$ cat config.mk
export PLATFORM = sky130hd
export DESIGN_NAME = fifo_rd_arbiter
export DESIGN_NICKNAME = d
export VERILOG_FILES = /design/src/rtl/fifo_pkg.sv /design/src/rtl/rr_pick.sv /design/src/rtl/fifo_rd_arbiter.sv
export SDC_FILE = /design/constraint.sdc
export NUM_CORES = 1
export LEC_CHECK = 0
export ABC_CLOCK_PERIOD_IN_PS = 5500
export CELL_PAD_IN_SITES_DETAIL_PLACEMENT = 0
export CELL_PAD_IN_SITES_GLOBAL_PLACEMENT = 1
export CORE_ASPECT_RATIO = 0.8
export CORE_MARGIN = 3
export CORE_UTILIZATION = 33
export CTS_BUF_LIST = sky130_fd_sc_hd__clkbuf_16
export DETAILED_ROUTE_END_ITERATION = 6
export PLACE_DENSITY_LB_ADDON = 0.15
export SLEW_MARGIN = 30
export SYNTH_ARGS = -nofsm -noshare
export SYNTH_HDL_FRONTEND = slang
export SYNTH_SLANG_ARGS = --single-unit
$ cat constraint.sdc
create_clock -name rd_clk -period 5.5 [get_ports rd_clk]
set_input_delay 1.1 -clock rd_clk [delete_from_list [all_inputs] [get_ports rd_clk]]
set_output_delay 1.1 -clock rd_clk [all_outputs]
set_load 0.005 [all_outputs]
$ cat src/rtl/fifo_pkg.sv
// Shared definitions for the async-FIFO read/write handlers and arbiters.
//   - arb_state_e : arbiter FSM state encoding (IDLE, BURST)
//   - ch_width()  : channel-index width for a given channel count
//   - DEF_DATA_WIDTH / DEF_ADDRSIZE : default FIFO word width and address size
package fifo_pkg;

  typedef enum logic {
    IDLE  = 1'b0,
    BURST = 1'b1
  } arb_state_e;

  localparam int DEF_DATA_WIDTH = 8;
  localparam int DEF_ADDRSIZE   = 4;

  // Width of a channel index; never narrower than one bit.
  function automatic int ch_width(input int n);
    return (n <= 1) ? 1 : $clog2(n);
  endfunction

endpackage

$ cat src/rtl/rr_pick.sv
// Combinational round-robin priority selector.
// Scans req starting at last+1 and wrapping modulo NUM_CH; the channel named
// by last is considered last of all.
//   req   [NUM_CH] : request vector (1 = wants service)
//   last  [CH_W]   : most recently served channel
//   found          : at least one request present
//   idx   [CH_W]   : winning channel (0 when found = 0)
module rr_pick
  import fifo_pkg::*;
#(
  parameter  int NUM_CH = 4,
  localparam int CH_W   = ch_width(NUM_CH)
) (
  input  logic [NUM_CH-1:0] req,
  input  logic [CH_W-1:0]   last,
  output logic              found,
  output logic [CH_W-1:0]   idx
);

  logic [CH_W-1:0] cand;

  // Walk from the farthest candidate (last itself) to the nearest (last+1);
  // the final hit written is therefore the nearest one in round-robin order.
  always_comb begin
    found = 1'b0;
    idx   = '0;
    cand  = '0;
    for (int i = NUM_CH; i >= 1; i--) begin
      cand = CH_W'((int'(last) + i) % NUM_CH);
      if (req[cand]) begin
        found = 1'b1;
        idx   = cand;
      end
    end
  end

endmodule

$ cat src/rtl/fifo_rd_arbiter.sv
// Read-side scheduler sharing one consumer between NUM_CH FIFO read ports.
// Grants one channel at a time (round-robin) for up to MAX_BURST pops, then
// re-arbitrates. Each pop captures that channel's combinational read data into
// a one-entry output register.
//   rd_clk, rd_rst : read-domain clock, async active-low reset
//   ch_empty       : per-channel registered empty flag (1 = empty)
//   ch_rd_data     : per-channel read data, channel k at [k*DATA_WIDTH +: DATA_WIDTH]
//   ch_rd_en       : per-channel pop strobe (at most one bit set)
//   out_valid/out_ready/out_data/out_ch : output word, its source channel, handshake
//   busy           : FSM is in BURST (doubles as the observable state bit)
//
// Output handshake: a word transfers on a rising edge where out_valid and
// out_ready are both high. out_valid, out_data and out_ch stay constant while
// out_valid && !out_ready. A new word may be loaded in the same cycle the
// current one transfers, giving one word per cycle back-to-back.
module fifo_rd_arbiter
  import fifo_pkg::*;
#(
  parameter  int NUM_CH     = 4,
  parameter  int DATA_WIDTH = DEF_DATA_WIDTH,
  parameter  int MAX_BURST  = 4,
  localparam int CH_W       = ch_width(NUM_CH)
) (
  input  logic                         rd_clk,
  input  logic                         rd_rst,
  input  logic [NUM_CH-1:0]            ch_empty,
  input  logic [NUM_CH*DATA_WIDTH-1:0] ch_rd_data,
  output logic [NUM_CH-1:0]            ch_rd_en,
  output logic                         out_valid,
  input  logic                         out_ready,
  output logic [DATA_WIDTH-1:0]        out_data,
  output logic [CH_W-1:0]              out_ch,
  output logic                         busy
);

  localparam int CNT_W = $clog2(MAX_BURST + 1);
  localparam logic [CNT_W-1:0] CNT_LAST = CNT_W'(MAX_BURST - 1);

  arb_state_e            state_q, state_d;
  logic [CH_W-1:0]       grant_q, grant_d;
  logic [CH_W-1:0]       last_grant_q, last_grant_d;
  logic [CNT_W-1:0]      burst_cnt_q, burst_cnt_d;
  logic                  out_valid_q, out_valid_d;
  logic [DATA_WIDTH-1:0] out_data_q, out_data_d;
  logic [CH_W-1:0]       out_ch_q, out_ch_d;

  logic [DATA_WIDTH-1:0] ch_word [NUM_CH];
  logic [NUM_CH-1:0]     req;
  logic                  pick_found;
  logic [CH_W-1:0]       pick_idx;
  logic                  space;
  logic                  sel_empty;
  logic                  pop;

  always_comb begin
    for (int k = 0; k < NUM_CH; k++) begin
      ch_word[k] = ch_rd_data[k*DATA_WIDTH +: DATA_WIDTH];
    end
  end

  assign req = ~ch_empty;

  rr_pick #(
    .NUM_CH (NUM_CH)
  ) u_rr_pick (
    .req   (req),
    .last  (last_grant_q),
    .found (pick_found),
    .idx   (pick_idx)
  );

  // Popping is driven only by the registered empty flag of the granted
  // channel; no lookahead on the handler's pointers.
  assign space     = !out_valid_q || out_ready;
  assign sel_empty = ch_empty[grant_q];
  assign pop       = (state_q == BURST) && !sel_empty && space;
  assign ch_rd_en  = pop ? (NUM_CH'(1) << grant_q) : '0;

  always_comb begin
    state_d      = state_q;
    grant_d      = grant_q;
    last_grant_d = last_grant_q;
    burst_cnt_d  = burst_cnt_q;
    out_valid_d  = out_valid_q;
    out_data_d   = out_data_q;
    out_ch_d     = out_ch_q;

    if (pop) begin
      out_data_d  = ch_word[grant_q];
      out_ch_d    = grant_q;
      out_valid_d = 1'b1;
    end else if (out_valid_q && out_ready) begin
      out_valid_d = 1'b0;
    end

    case (state_q)
      IDLE: begin
        if (pick_found) begin
          grant_d     = pick_idx;
          burst_cnt_d = '0;
          state_d     = BURST;
        end
      end
      BURST: begin
        if (pop) begin
          // The count stops at MAX_BURST-1; the last pop of a burst clears it.
          if (burst_cnt_q == CNT_LAST) begin
            burst_cnt_d  = '0;
            last_grant_d = grant_q;
            state_d      = IDLE;
          end else begin
            burst_cnt_d = burst_cnt_q + 1'b1;
          end
        end else if (sel_empty) begin
          // Channel drained before the burst limit.
          last_grant_d = grant_q;
          state_d      = IDLE;
        end
        // Otherwise stalled on a full output register: hold everything.
      end
      default: state_d = IDLE;
    endcase
  end

  always_ff @(posedge rd_clk or negedge rd_rst) begin
    if (!rd_rst) begin
      state_q      <= IDLE;
      grant_q      <= '0;
      last_grant_q <= CH_W'(NUM_CH - 1);
      burst_cnt_q  <= '0;
      out_valid_q  <= 1'b0;
      out_data_q   <= '0;
      out_ch_q     <= '0;
    end else begin
      state_q      <= state_d;
      grant_q      <= grant_d;
      last_grant_q <= last_grant_d;
      burst_cnt_q  <= burst_cnt_d;
      out_valid_q  <= out_valid_d;
      out_data_q   <= out_data_d;
      out_ch_q     <= out_ch_d;
    end
  end

  assign out_valid = out_valid_q;
  assign out_data  = out_data_q;
  assign out_ch    = out_ch_q;
  assign busy      = (state_q == BURST);

  a_rd_en_onehot0 : assert property (@(posedge rd_clk) disable iff (!rd_rst)
    $onehot0(ch_rd_en));

  a_rd_en_not_empty : assert property (@(posedge rd_clk) disable iff (!rd_rst)
    (ch_rd_en & ch_empty) == '0);

endmodule

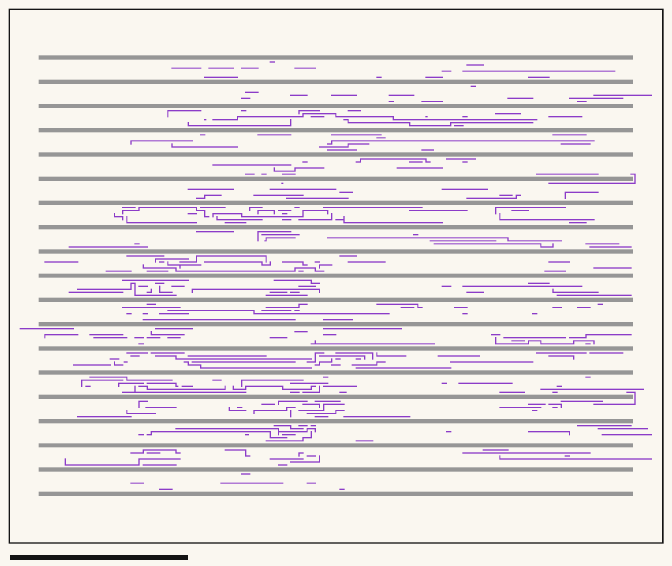
Figure 1: signal wires on met1.
Bar = 20 µm. Supply wires on this layer in gray.
nets with wire on the layer: 155
share of all routed wire: 45%
via count of the routed design: 1008
met1 Use GR: 18.6%
Post-Route WL: 2.95 mm

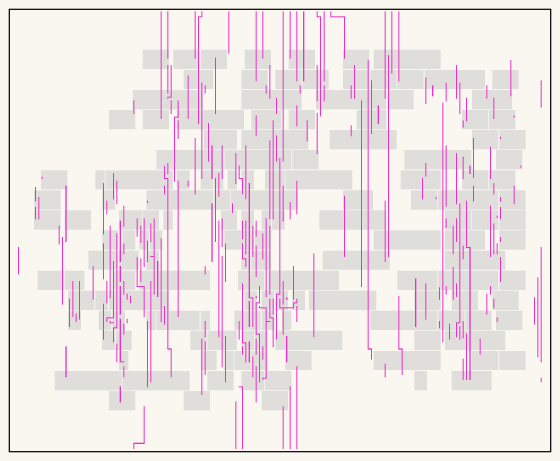
Figure 2: the metal 2 layer.
main direction: vertical
nets with wire on the layer: 169
share of all routed wire: 44%
longest straight run: 39.1 µm
wire length on this layer: 1310 µm
M2 GR Usage: 23.4%

==> results.py <==
# Physical implementation metrics
metrics = {
    "status": {
        "status": "completed",
    },
    "power": {
        "p_per_area_mw_per_mm2": 479,
        "ir_drop_uv": 275,
        "total_power_mw": 0.871,
    },
    "clock_tree": {
        "ctsHoldBuffers": 0,
        "root_buffer": "clkbuf_16",
        "ctsHtreeMaxLevel": 1,
        "clk_path_buf_depth": 2,
        "worstSkewPairLatency_ns": 0.25,
        "cts_resized": 0,
        "clk_pin_slew_ns": 0.06,
        "clock_sinks": 19,
        "postCtsSetupRepairBufs": 0,
        "cts_tree": "built",
        "cts_buffers": 3,
    },
    "layout": {
        "synthToLayoutAreaGrowth_pct": 52.8,
        "flop_area_um2": 478,
        "diodes": 0,
        "logic_area_um2": 669,
        "nNetsFinal": 192,
        "drive_gt1_share_pct": 18.5,
        "final_cell_area_mm2": 0.00182,
        "nFillCells": 262,
    },
    "timing": {
        "maxSlewViolCount": 0,
        "rsz0062_at_grt": "no",
        "layout_setup_ws_ns": 1.74,
        "final.setup.tns_ns": 0,
        "max-slew-margin-rel_pct": 51.5,
        "finClkSkew_ns": 0.00129,
        "max_freq_mhz": 266,
        "fin_crit_ns": 3.76,
        "min_period_over_period_pct": 68.3,
        "worst_slew_pin_slew_ns": 0.726,
        "hold_viol_final": 0,
        "setup_viol": 0,
    },
    "floorplan": {
        "dieHeight_um": 59.7,
        "fp.dieW_um": 73.2,
        "initCoreUtil_pct": 36.5,
        "design.core.area_mm2": 0.00327,
        "chipArea_mm2": 0.00437,
        "io_pins": 55,
    },
    "drt": {
        "viasPerCell": 5.28,
        "drtPass1Iterations": 4,
        "ant_nets": 0,
        "drc": 0,
        "drt_iter0_drc": 27,
    },
    "global_route": {
        "grt_max_degree": 20,
        "grt-ovfl-total": 0,
        "antenna_found_initial": 0,
        "grt_pass1_vias": 1018,
    },
    "setup_path": {
        "cp-end-kind": "primary output",
        "crit_type": "input pin to primary output",
        "start_kind": "input pin",
        "worstPathRequired_ns": 4.40,
        "arrival_ns": 2.66,
        "cp_max_fo": 4,
    },
    "yosys": {
        "ys_chip_area_mm2": 0.00119,
        "syn-cell-area_mm2": 0.00119,
        "yosys_warnings": 0,
        "synth_cell_types": 33,
        "yosys-stat-cells": 98,
        "syn-num-nets": 138,
        "area_leaders": "dfrtp_1 (36%), mux4_2 (13%), mux2_2 (6.6%)",
        "synth_top_area_share_pct": 35.7,
        "ys.flops": 19,
        "yosysTopAreaCell": "dfrtp_1",
        "syn_avg_cell_area_um2": 12.2,
    },
    "flow_run": {
        "warning_count": 26,
        "cap_violations": 0,
    },
    "place": {
        "dpl.hpwl_mm": 2.17,
        "gp_congestion": 0.780,
        "port_buffers": 54,
        "dp_slack_ns": 1.75,
        "dpl_cell_area_mm2": 0.00175,
    },
    "min_path": {
        "holdCritPathClass": "flop to flop",
    },
}
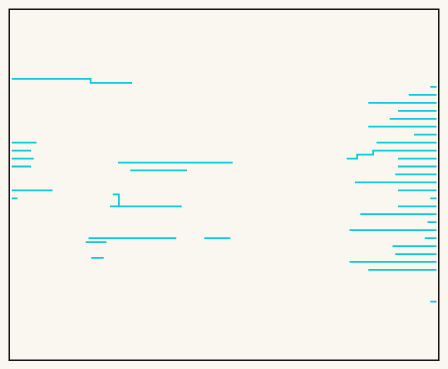
Figure 3: met3 routing.
main direction: horizontal
longest straight run: 19.3 µm
share of all routed wire: 10%
nets with wire on the layer: 38
wire length on this layer: 298 µm
GR Layer Usage met3: 5.71%

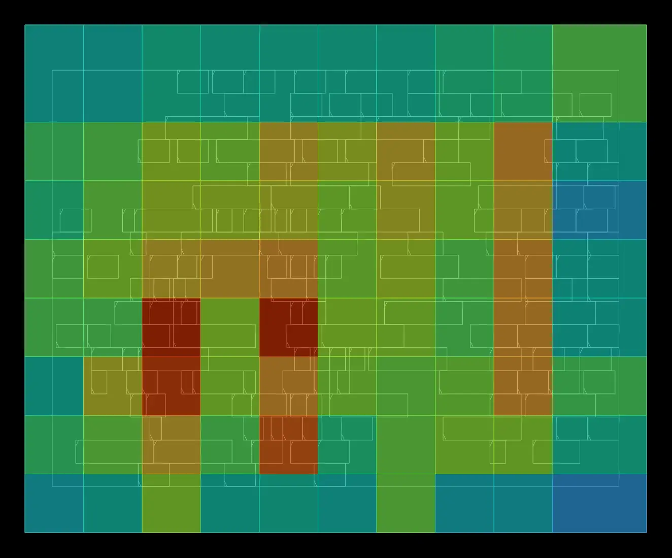
Figure 4: routing congestion.
Util after Layout: 55.7%
average wire per standard cell: 15.5 µm
gr usage total: 14.4%

critical path, stage by stage:
cell             delay, ns
clkdlybuf4s50_1       0.47
nand2b_1              0.18
nand2_1               0.10
nor4b_1               0.25
clkdlybuf4s50_1       0.55
Yosys cell counts (all sizes together):
cell type,count
a21oi,5
o2bb2ai,1
a211oi,1
buf,5
nand3b,1
nor3b,1
o21ba,1
o22ai,1
nand3,2
nor4b,1
o21ai,12
mux2,12
nor3,2
inv,2
o311ai,1
nor2b,3
nand2,8
a21boi,1
nand2b,4
nor4,1
nor2,2
ha,1
a31oi,1
mux4,9
mux2i,1
dfrtp,17
dfstp,2
power breakdown:
group          switching, mW  leakage, nW  internal (mW)
Clock                 0.0527       0.0409         0.0974
Sequential            0.0881        0.226          0.211
Combinational          0.141        0.450          0.281
metrics by stage:
step                      hold slack (ns)  std cells
after floorplan                     0.470         98
after global placement              0.481        187
after detailed placement            0.487        187
after CTS                           0.503        191
after global routing                0.514        191
final                               0.507        191
worst paths after layout:
path	to	from	slack, ns	cells after the start
setup / recovery	ch_rd_en[2]	out_ready	1.74	5
hold / removal	out_data[7]	out_data[7]	0.51	1
setup reg to reg	out_ch[1]	grant_q[0]	2.95	3
hold reg to reg	out_data[7]	out_data[7]	0.51	1
max in group asynchronous	last_grant_q[1]	rd_rst	4.38	1
min in group asynchronous	out_data[3]	rd_rst	0.78	1
registers in the layout, summed over array words and instances, names as in the netlist:
signal and flops:
last_grant_q 2, burst_cnt_q 3, out_valid 1, out_data 8
busy 1, out_ch 2, grant_q 2
logic make-up (layout without fill, tap and decap cells):
logic type,count (synthesis),count (layout),synth area share (%)
AND-OR/OR-AND,24,24,11.8
adder cells (fa/ha/maj),1,1,1.05
buffers and inverters,7,60,3.68
flip-flops,19,19,40.1
multiplexers,22,22,31.4
AND/OR/NAND/NOR,25,25,12.0
routing by layer:
layer  global-route usage, %  routed length, µm  vias up
met1                    18.6               1330      481
met2                    23.4               1310       45
met5                       0                  0        -
li1                        -                  -      480
met3                    5.71                298        2
met4                    2.37                 14        0
area by class of cell:
class                           count  area share, %
Sequential cell                    19           26.3
Multi-Input combinational cell     72           36.8
Timing Repair Buffer               54           29.4
Clock buffer                        3           4.12
Tap cell                           40           2.75
Inverter                            2          0.412
Clock inverter                      1          0.275
cell usage in the layout (no fill, tap or decap):
cell and instances:
a31oi_1 1, nand2b_1 4, mux2_4 5, nor4b_1 1, mux4_2 7, o2bb2ai_1 1
clkinv_2 1, nor3_1 1, clkdlybuf4s50_1 53, buf_2 1, nor2b_1 3, mux4_1 2
nor4_1 1, nor2_1 2, o21ai_1 1, o311ai_0 1, inv_1 2, nand3b_1 1
nor3_4 1, a211oi_1 1, nand3_1 2, a21oi_1 5, nor3b_1 1, o21ai_0 11
clkbuf_16 3, o21ba_2 1, ha_1 1, dfrtp_1 17, mux2_2 7, mux2i_1 1
nand2_1 8, a21boi_0 1, o22ai_1 1, dfstp_2 2
Power figures rest on the tool's default switching activity, not on a simulated workload.
